===== config.mk =====
export PLATFORM = sky130hd
export DESIGN_NAME = arbitro_rr
export DESIGN_NICKNAME = d
export VERILOG_FILES = /design/src/rtl/arbitro_pkg.sv /design/src/rtl/arbitro_rr_picker.sv /design/src/rtl/arbitro_rr.sv
export SDC_FILE = /design/constraint.sdc
export NUM_CORES = 1
export LEC_CHECK = 0
export CORE_UTILIZATION = 40
export CTS_BUF_LIST = sky130_fd_sc_hd__clkbuf_2
export CTS_CLUSTER_DIAMETER = 50
export CTS_CLUSTER_SIZE = 10
export DETAILED_ROUTE_END_ITERATION = 12
export GPL_TIMING_DRIVEN = 0
export PLACE_DENSITY = 0.82
export SETUP_SLACK_MARGIN = 0.3
export SYNTH_ARGS = -nofsm -noshare
export SYNTH_HDL_FRONTEND = slang
export SYNTH_SLANG_ARGS = --single-unit

===== constraint.sdc =====
create_clock -name clk -period 4.8 [get_ports clk]
set_input_delay 0.96 -clock clk [delete_from_list [all_inputs] [get_ports clk]]
set_output_delay 0.96 -clock clk [all_outputs]
set_load 0.1 [all_outputs]

===== src/rtl/arbitro_pkg.sv =====
// rtl/arbitro_pkg.sv - shared constants and width helpers for the arbitro_rr arbiter
package arbitro_pkg;

    localparam logic MODE_FIXED = 1'b0;
    localparam logic MODE_RR    = 1'b1;

    function automatic int clog2(input int n);
        int r;
        r = 0;
        while ((1 << r) < n) r++;
        return r;
    endfunction

    // Width of a channel index / destination field; never narrower than one bit.
    function automatic int ch_width(input int n_ch);
        return (clog2(n_ch) < 1) ? 1 : clog2(n_ch);
    endfunction

endpackage


===== src/rtl/arbitro_rr_picker.sv =====
// rtl/arbitro_rr_picker.sv - combinational round-robin picker: rotate by ptr, find first, un-rotate
import arbitro_pkg::*;

module rr_picker #(
    parameter int N_CH = 4,
    parameter int CH_W = ch_width(N_CH)
) (
    input  logic [N_CH-1:0] req,
    input  logic [CH_W-1:0] ptr,
    output logic            grant_valid,
    output logic [CH_W-1:0] grant_idx
);

    logic [N_CH-1:0] rot;
    logic [CH_W:0]   idx;
    logic [CH_W:0]   off;

    always_comb begin
        rot = '0;
        idx = '0;
        off = '0;
        // rot[i] is the request of channel (ptr + i) mod N_CH
        for (int i = 0; i < N_CH; i++) begin
            idx = {1'b0, ptr} + (CH_W+1)'(i);
            if (idx >= (CH_W+1)'(N_CH)) idx = idx - (CH_W+1)'(N_CH);
            rot[i] = req[idx[CH_W-1:0]];
        end
        for (int i = N_CH - 1; i >= 0; i--) begin
            if (rot[i]) off = (CH_W+1)'(i);
        end
        idx = {1'b0, ptr} + off;
        if (idx >= (CH_W+1)'(N_CH)) idx = idx - (CH_W+1)'(N_CH);
        grant_idx   = idx[CH_W-1:0];
        grant_valid = |req;
    end

endmodule


===== src/rtl/arbitro_rr.sv =====
// rtl/arbitro_rr.sv - N-channel fixed/round-robin arbiter routing words to output FIFOs by destination field
import arbitro_pkg::*;

module arbitro_rr #(
    parameter int N_CH   = 4,
    parameter int DATA_W = 8
) (
    input  logic                     clk,
    input  logic                     reset,
    input  logic                     mode,
    input  logic [N_CH-1:0]          empty_in,
    input  logic [N_CH*DATA_W-1:0]   data_in,
    input  logic [N_CH-1:0]          almost_full_out,
    output logic [N_CH-1:0]          pop,
    output logic [N_CH-1:0]          push,
    output logic [DATA_W-1:0]        data_out,
    output logic                     err
);

    localparam int CH_W = ch_width(N_CH);

    logic [CH_W-1:0]   ptr_q, ptr_d;
    logic [CH_W-1:0]   pick_ptr;
    logic [CH_W-1:0]   grant_idx;
    logic [CH_W-1:0]   dest;
    logic [N_CH-1:0]   req;
    logic              grant_valid;
    logic              grant;
    logic [DATA_W-1:0] word;
    logic [DATA_W-1:0] data_q, data_d;
    logic [N_CH-1:0]   push_q, push_d;
    logic              err_q, err_d;

    assign req      = ~empty_in;
    // Fixed priority is round-robin anchored at channel 0; ptr keeps advancing either way.
    assign pick_ptr = (mode == MODE_RR) ? ptr_q : '0;

    rr_picker #(
        .N_CH (N_CH),
        .CH_W (CH_W)
    ) u_picker (
        .req         (req),
        .ptr         (pick_ptr),
        .grant_valid (grant_valid),
        .grant_idx   (grant_idx)
    );

    always_comb begin
        grant = grant_valid && !(|almost_full_out) && !reset;
        pop   = '0;
        word  = '0;
        for (int i = 0; i < N_CH; i++) begin
            if (grant_idx == CH_W'(i)) word = data_in[i*DATA_W +: DATA_W];
        end
        if (grant) pop[grant_idx] = 1'b1;

        dest   = word[DATA_W-1 -: CH_W];
        ptr_d  = ptr_q;
        push_d = '0;
        err_d  = 1'b0;
        data_d = data_q;
        if (grant) begin
            ptr_d = (grant_idx == CH_W'(N_CH - 1)) ? '0 : grant_idx + CH_W'(1);
            // Out-of-range destinations exist only for non-power-of-two channel counts.
            if (int'(dest) < N_CH) begin
                push_d[dest] = 1'b1;
                data_d       = word;
            end else begin
                err_d = 1'b1;
            end
        end
    end

    always_ff @(posedge clk) begin
        if (reset) begin
            ptr_q  <= '0;
            push_q <= '0;
            err_q  <= 1'b0;
            data_q <= '0;
        end else begin
            ptr_q  <= ptr_d;
            push_q <= push_d;
            err_q  <= err_d;
            data_q <= data_d;
        end
    end

    assign push     = push_q;
    assign err      = err_q;
    assign data_out = data_q;

endmodule


**Clock wires, drivers and flops**

The bar under the picture is 20 um long.
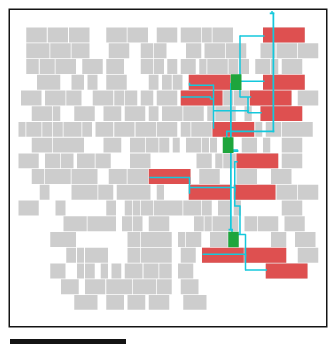
[cyan] clock wires | length: 163 um
[green] clock drivers | count: 3
[red] flip-flops | count: 14
routed clock nets: 4

**Cell outlines without signal wires**

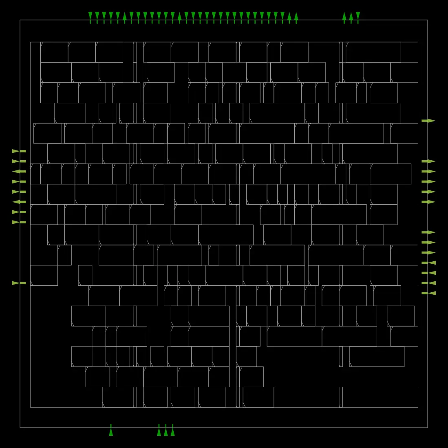
Non-Filler Instances: 225
register fraction of the total cell area: 15.97%
Filler Cells Inserted: 215

**Register map, names as in the netlist**

Other cells in grey.
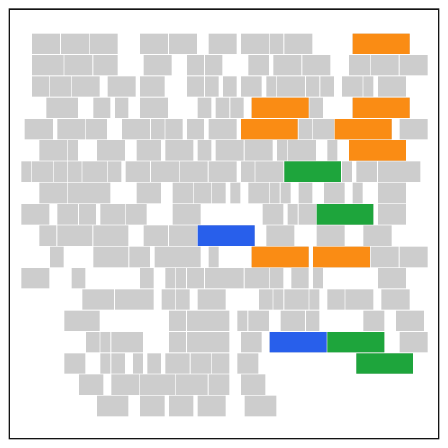
[orange] data_out | sequential cells: 8
[blue] ptr_q | sequential cells: 2
[green] push | sequential cells: 4

==> flow_metrics.py <==
# Physical implementation metrics
metrics = {
    "outcome": {
        "status": "complete, no violations",
    },
    "synthesis": {
        "fp_nets": 184,
        "async_flop_share_pct": 0,
        "avgSynthCellArea_um2": 8.092,
        "ys_warn_count": 0,
    },
    "placement": {
        "place_area_um2": 1699,
    },
    "pwr": {
        "p_leak_nw": 0.6854,
        "vdd_drop_max_mv": 0.1518,
        "p_comb_share_pct": 43.0,
    },
    "layout": {
        "insertedDiodeCount": 0,
        "signal_buffers": 66,
        "buf_share_pct": 36.42,
        "logic_area_um2": 779.5,
        "clock_buffers": 3,
        "nNonClkInverters": 1,
    },
    "worst_setup_path": {
        "crit_slowest_cell": "dlygate4sd2_1",
        "rrSetupSlack_ns": 1.34,
        "path_buffers": 4,
        "crit_family": "buffers and inverters",
        "r2r-start": "ptr_q[0]$_SDFFE_PP0P_",
        "r2r_end": "data_out[7]$_SDFFE_PP0P_",
        "r2r.worst_path.cells": 12,
        "cpPeakStageDelay_ns": 0.31,
    },
    "detailed_routing": {
        "routedWlPerCell_um": 14.77,
        "via_per_inst": 5.484,
        "wl_met1_mm": 1.533,
    },
    "final_timing": {
        "fin_crit_sh_pct": 90.30,
        "fmax_mhz": 230.7,
        "post-route-worst-setup-slack_ns": 0.4658,
    },
    "clocking": {
        "clockBufferDepth": 2,
        "cts_hold_buf": 0,
    },
    "floorplan": {
        "die_area_um2": 2986,
    },
    "grt": {
        "antenna_found_initial": 0,
        "grt.total_usage_pct": 21.77,
    },
}
**The metal 3 layer**

The bar under the picture is 20 um long.
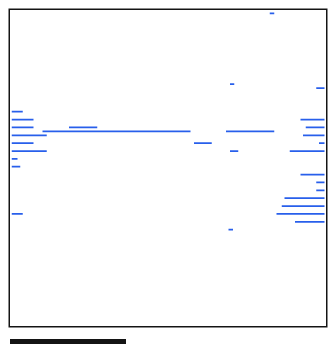
share of all routed wire: 3.6%
main direction: horizontal
longest straight run: 25.3 um
nets with wire on the layer: 27
met3 usage: 0.8333%
final WL: 3.323 mm
DR vias: 1234

**Metal layers overlaid**

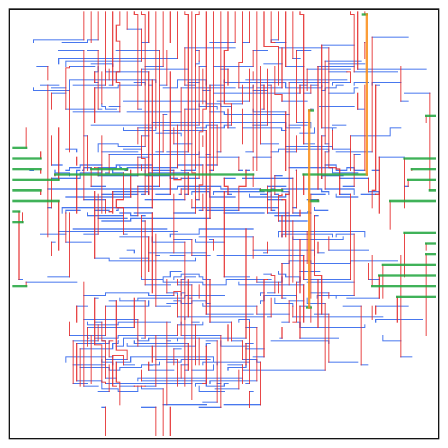
[blue] metal 1 | wire length: 1530 um
[red] metal 2 | wire length: 1620 um
[orange] metal 4 | wire length: 45.6 um
[green] metal 3 | wire length: 120 um

==> worst max path at each step <==
stage                      startpoint  endpoint  slack (ns)  depth (start not counted)
after floorplan                  mode    pop[1]        0.34                         10
after global placement    empty_in[1]    pop[3]       -1.13                         11
after detailed placement  empty_in[1]    pop[3]       -1.23                         11
after CTS                 empty_in[3]    pop[3]        0.33                         11
after global routing      empty_in[1]    pop[3]        0.38                         11
final                     empty_in[1]    pop[3]        0.47                         11
==> power groups by stage <==
stage | Clock (mW) | Sequential, mW | Combinational [mW]
finish | 0.0527 | 0.120 | 0.130
global route | 0.0578 | 0.120 | 0.139
CTS | 0.0522 | 0.120 | 0.129
detailed placement | 0 | 0.122 | 0.126
global placement | 0 | 0.122 | 0.122
floorplan | 0 | 0.135 | 0.0615
Power and IR drop assume default switching activity.
